File: config.mk
export PLATFORM = sky130hd
export DESIGN_NAME = cavlc_decoding_ctrl
export DESIGN_NICKNAME = d
export VERILOG_FILES = /design/src/rtl/cavlc_decoding_ctrl_pkg.sv /design/src/rtl/cavlc_decoding_ctrl.sv
export SDC_FILE = /design/constraint.sdc
export NUM_CORES = 1
export LEC_CHECK = 0
export ABC_CLOCK_PERIOD_IN_PS = 3600
export CORE_ASPECT_RATIO = 0.75
export CORE_MARGIN = 2
export CORE_UTILIZATION = 35
export DETAILED_ROUTE_END_ITERATION = 10
export GPL_ROUTABILITY_DRIVEN = 0
export PLACE_DENSITY_LB_ADDON = 0.25
export SYNTH_ARGS = -nofsm -noshare
export SYNTH_HDL_FRONTEND = slang
export SYNTH_SLANG_ARGS = --single-unit
export TNS_END_PERCENT = 1
File: constraint.sdc
create_clock -name clk -period 3.6 [get_ports clk]
set_input_delay 0.54 -clock clk [delete_from_list [all_inputs] [get_ports clk]]
set_output_delay 0.54 -clock clk [all_outputs]
set_load 0.01 [all_outputs]
File: src/rtl/cavlc_decoding_ctrl_pkg.sv
// ----------------------------------------------------------------------------
// | Module   : cavlc_decoding_ctrl_pkg                                        |
// | Brief    : State codes and helpers for the CAVLC residual sequencing FSM  |
// | Revision : 1.0                                                            |
// ----------------------------------------------------------------------------
`default_nettype none

package cavlc_decoding_ctrl_pkg;

    localparam int CAVLC_STATE_W = 4;

    // Codes are shared with the bit-length mux, so the values are fixed.
    typedef enum logic [CAVLC_STATE_W-1:0] {
        ST_IDLE         = 4'd0,
        ST_NC_T1_LUT    = 4'd1,
        ST_T1_SIGN      = 4'd2,
        ST_LEVEL_PREFIX = 4'd3,
        ST_LEVEL_SUFFIX = 4'd4,
        ST_TZ_LUT       = 4'd5,
        ST_RB_LUT       = 4'd6,
        ST_RUN_ZEROS    = 4'd7,
        ST_DONE         = 4'd8
    } cavlc_state_e;

    function automatic logic [3:0] sat_sub4(input logic [3:0] a, input logic [3:0] b);
        return (a > b) ? (a - b) : 4'd0;
    endfunction

endpackage

`default_nettype wire

File: src/rtl/cavlc_decoding_ctrl.sv
// ----------------------------------------------------------------------------
// | Module   : cavlc_decoding_ctrl                                            |
// | Brief    : Sequencer for one CAVLC residual block plus its counters       |
// | Revision : 1.0                                                            |
// ----------------------------------------------------------------------------
`default_nettype none

module cavlc_decoding_ctrl
    import cavlc_decoding_ctrl_pkg::*;
#(
    parameter int STATE_W   = 4,
    parameter int MAX_COEFF = 16
) (
    input  logic               clk,
    input  logic               reset_n,
    input  logic               cavlc_start,
    input  logic [4:0]         maxNumCoeff,
    input  logic               bs_ready,
    input  logic [4:0]         TotalCoeff_lut,
    input  logic [1:0]         TrailingOnes_lut,
    input  logic [3:0]         total_zeros_lut,
    input  logic [3:0]         run_before_lut,
    output logic [STATE_W-1:0] cavlc_decoder_state,
    output logic [4:0]         TotalCoeff,
    output logic [1:0]         TrailingOnes,
    output logic [3:0]         i_level,
    output logic [3:0]         i_run,
    output logic [3:0]         zerosLeft,
    output logic               cavlc_done
);

    localparam logic [4:0] c_max_coeff = 5'(MAX_COEFF);

    cavlc_state_e r_state, w_state_nxt;
    logic [4:0]   r_max_coeff, w_max_coeff_nxt;
    logic [4:0]   r_total_coeff, w_total_coeff_nxt;
    logic [1:0]   r_trailing_ones, w_trailing_ones_nxt;
    logic [3:0]   r_i_level, w_i_level_nxt;
    logic [3:0]   r_i_run, w_i_run_nxt;
    logic [3:0]   r_zeros_left, w_zeros_left_nxt;

    logic         w_to_tz;
    logic         w_tz_skip;
    logic         w_last_level;
    logic         w_last_run;
    logic [3:0]   w_zeros_sub;

    assign w_tz_skip    = (r_total_coeff == r_max_coeff);
    assign w_last_level = ({1'b0, r_i_level} == (r_total_coeff - 5'd1));
    // TotalCoeff-2 only means something once at least two coefficients exist.
    assign w_last_run   = (r_total_coeff >= 5'd2) &&
                          ({1'b0, r_i_run} == (r_total_coeff - 5'd2));
    assign w_zeros_sub  = sat_sub4(r_zeros_left, run_before_lut);

    always_comb begin
        w_state_nxt         = r_state;
        w_max_coeff_nxt     = r_max_coeff;
        w_total_coeff_nxt   = r_total_coeff;
        w_trailing_ones_nxt = r_trailing_ones;
        w_i_level_nxt       = r_i_level;
        w_i_run_nxt         = r_i_run;
        w_zeros_left_nxt    = r_zeros_left;
        w_to_tz             = 1'b0;

        case (r_state)
            ST_IDLE: begin
                if (cavlc_start) begin
                    w_max_coeff_nxt = (maxNumCoeff > c_max_coeff) ? c_max_coeff : maxNumCoeff;
                    w_state_nxt     = ST_NC_T1_LUT;
                end
            end
            ST_NC_T1_LUT: begin
                if (bs_ready) begin
                    w_total_coeff_nxt   = TotalCoeff_lut;
                    w_trailing_ones_nxt = TrailingOnes_lut;
                    w_i_level_nxt       = 4'd0;
                    if (TotalCoeff_lut == 5'd0)
                        w_state_nxt = ST_DONE;
                    else if (TrailingOnes_lut != 2'd0)
                        w_state_nxt = ST_T1_SIGN;
                    else
                        w_state_nxt = ST_LEVEL_PREFIX;
                end
            end
            ST_T1_SIGN: begin
                if (bs_ready) begin
                    w_i_level_nxt = {2'b00, r_trailing_ones};
                    if ({3'b000, r_trailing_ones} == r_total_coeff)
                        w_to_tz = 1'b1;
                    else
                        w_state_nxt = ST_LEVEL_PREFIX;
                end
            end
            ST_LEVEL_PREFIX: begin
                if (bs_ready)
                    w_state_nxt = ST_LEVEL_SUFFIX;
            end
            ST_LEVEL_SUFFIX: begin
                if (bs_ready) begin
                    if (w_last_level) begin
                        w_to_tz = 1'b1;
                    end else begin
                        w_i_level_nxt = r_i_level + 4'd1;
                        w_state_nxt   = ST_LEVEL_PREFIX;
                    end
                end
            end
            ST_TZ_LUT: begin
                if (bs_ready) begin
                    w_zeros_left_nxt = total_zeros_lut;
                    w_i_run_nxt      = 4'd0;
                    if ((total_zeros_lut == 4'd0) || (r_total_coeff == 5'd1))
                        w_state_nxt = ST_DONE;
                    else
                        w_state_nxt = ST_RB_LUT;
                end
            end
            ST_RB_LUT: begin
                if (bs_ready)
                    w_state_nxt = ST_RUN_ZEROS;
            end
            ST_RUN_ZEROS: begin
                if (bs_ready) begin
                    w_zeros_left_nxt = w_zeros_sub;
                    if ((w_zeros_sub == 4'd0) || w_last_run) begin
                        w_state_nxt = ST_DONE;
                    end else begin
                        w_i_run_nxt = r_i_run + 4'd1;
                        w_state_nxt = ST_RB_LUT;
                    end
                end
            end
            ST_DONE: begin
                w_state_nxt = ST_IDLE;
            end
            default: begin
                w_state_nxt = ST_IDLE;
            end
        endcase

        // A full block (TotalCoeff==maxNumCoeff) has no zeros, so its LUT is skipped.
        if (w_to_tz) begin
            if (w_tz_skip) begin
                w_zeros_left_nxt = 4'd0;
                w_state_nxt      = ST_DONE;
            end else begin
                w_state_nxt = ST_TZ_LUT;
            end
        end
    end

    always_ff @(posedge clk or negedge reset_n) begin
        if (!reset_n) begin
            r_state         <= ST_IDLE;
            r_max_coeff     <= 5'd0;
            r_total_coeff   <= 5'd0;
            r_trailing_ones <= 2'd0;
            r_i_level       <= 4'd0;
            r_i_run         <= 4'd0;
            r_zeros_left    <= 4'd0;
        end else begin
            r_state         <= w_state_nxt;
            r_max_coeff     <= w_max_coeff_nxt;
            r_total_coeff   <= w_total_coeff_nxt;
            r_trailing_ones <= w_trailing_ones_nxt;
            r_i_level       <= w_i_level_nxt;
            r_i_run         <= w_i_run_nxt;
            r_zeros_left    <= w_zeros_left_nxt;
        end
    end

    assign cavlc_decoder_state = STATE_W'(r_state);
    assign TotalCoeff          = r_total_coeff;
    assign TrailingOnes        = r_trailing_ones;
    assign i_level             = r_i_level;
    assign i_run               = r_i_run;
    assign zerosLeft           = r_zeros_left;
    assign cavlc_done          = (r_state == ST_DONE);

endmodule

`default_nettype wire

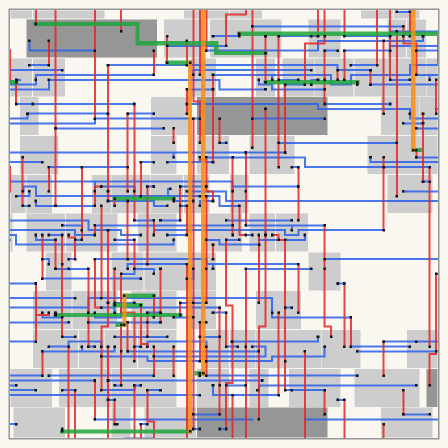
(images/zoom.png)
Region (32, 6) to (62, 36) um. Cells in gray, sequential cells in the stronger gray; small squares are vias.
[met2] red
[met1] blue
[met3] green
[met4] orange
most frequent: nand2_1 (5), a211oi_1 (5), clkdlybuf4s50_1 (5)
cells with their middle in the window: 67
sequential cells in the window: 3

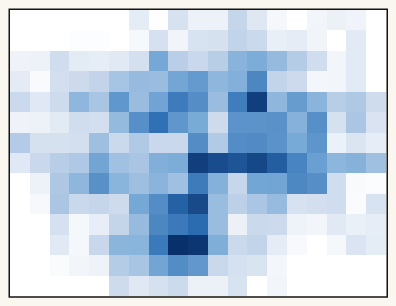
(images/wire_density.png)
Drawn at 4 px/um. 19 x 14 tiles, from white (low) to dark blue (high), scaled to the fullest tile. Values are wire area over tile area, all layers added.
densest ninth of the die: center
tiles over half the peak: 19%
fullest tile: 0.47
mean over tiles: 0.13
nearly empty tiles: 17%

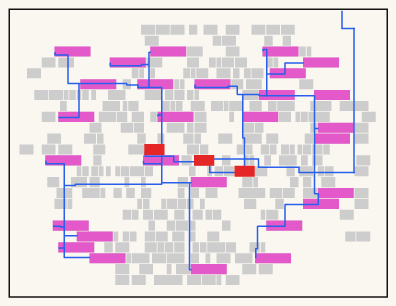
(images/clock_map.png)
Drawn at 4 px/um.
[cells driving clock nets] red | count: 3
[clock wires] blue | length: 450 um
[flip-flops] magenta | count: 28
routed clock nets: 4

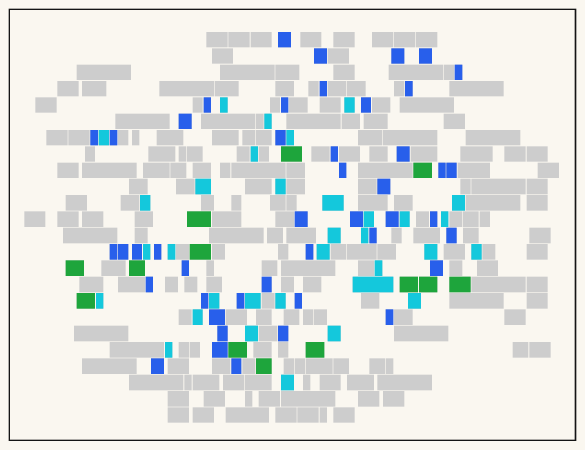
(images/gate_families.png)
Drawn at 6 px/um.
[NOR gates] cyan | cells: 33
[NAND gates] blue | cells: 45
[AND-OR and OR-AND gates] green | cells: 13

[flip-flops by register name, summed over array words and instances (netlist names)]
register	flops
TrailingOnes	2
r_max_coeff	5
i_level	4
zerosLeft	4
TotalCoeff	5
i_run	4
cavlc_decoder_state	4
[worst max-delay path: cells and delay by family, from the launching register on]
family | cells | cell delay, ns
fa+ha+maj | 1 | 0.24
simple gates | 4 | 1.07
buf+inv | 1 | 0.19
compound gates | 2 | 0.64
flops | 1 | 0.54
[kinds of logic after synthesis]
kind of cell,after synthesis,share of synthesized area [%]
flip-flops,28,32.9
adder cells (fa/ha/maj),12,7.39
XOR/XNOR,18,7.39
multiplexers,12,6.51
buffers and inverters,19,3.40
AND-OR/OR-AND,53,17.4
AND/OR/NAND/NOR,97,25.0
==> flow_summary.yaml <==
# physical design summary
outcome:
  status: "finished, final reports clean"
cells_and_area:
  number_of_nets_at_the_end_of_the_flow: 320
  flops: 28
  instances_no_fill: 361
  layout.buffer.nonclock.area_share_pct: 18.0
  num-clock-buffers: 4
  storage_cell_area_sq_um: 701
  final_util_pct: 46.8
  insertedDiodeCount: 0
  post_route_cells_drive_above_1_share_pct: 8.83
  final_design_area_no_fill_sq_mm: 0.00274
placed_design:
  placedInstanceArea_sq_mm: 0.00268
  place_worst_setup_slack_ns: 0.559
  place_inst: 357
die:
  io-pin-count: 48
  initial_core_util_pct: 36.4
  floorplan.die.height_um: 71.6
  rows: 24
  tapcells: 78
global_routing:
  antenna_violations_before_repair: 0
  met3_usage_in_global_routing_pct: 3.58
  pin_count_of_the_biggest_net_entering_global_routing: 29
synth:
  yosys_area_sq_mm: 0.00213
  synth_largest_type_area_fraction_pct: 32.9
  synthFlopType: "dfrtp_1"
  synthesis.nets: 275
  postSynth.asyncResetShare_pct: 100
  registers_synthesis: 28
  netlist_area_pre_place_sq_mm: 0.00213
setup_path:
  endpoint: "zerosLeft[1]$_DFF_PN0_"
  timing.reg2reg.setup_slack_ns: 0.79
  timing.critical_path.slowest_cell_delay_ns: 0.54
  critical_path.cell_chain: "inv_1 > ha_1 > and2_1 > or4_1 > a311o_1 > o21ai_2 > nor3b_4 > nor3_1"
  launch_point_of_the_worst_reg_to_reg_path: "TotalCoeff[1]$_DFFE_PN0P_"
  critical_path.startpoint_type: "flip-flop"
  worst_setup_path_startpoint: "TotalCoeff[1]$_DFFE_PN0P_"
sta:
  setup_violations: 0
  timing.final.max_slew_violations: 0
  rsz0062_at_grt: "false"
  final_period_minus_worst_setup_slack_ns: 2.81
  worst_clock_skew_ns: 0.0114
  fin_worst_hold_slack_ns: 0.517
drt:
  wl_met1_um: 2880
  routed-wl-met3_um: 247
  routedWlPerCell_um: 15.0
power_and_ir_drop:
  switching_power_of_the_nets_uw: 990
  clock_power_share_pct: 9.2
  switching_fraction_of_total_power_pct: 44.3
clock_network:
  cts-htree-levels: 1
  insertion_delay_of_the_later_clocked_pin_in_the_worst_skew_pair_ns: 0.28
  cts.reportedPaths.clkPinSlew_ns: 0.11
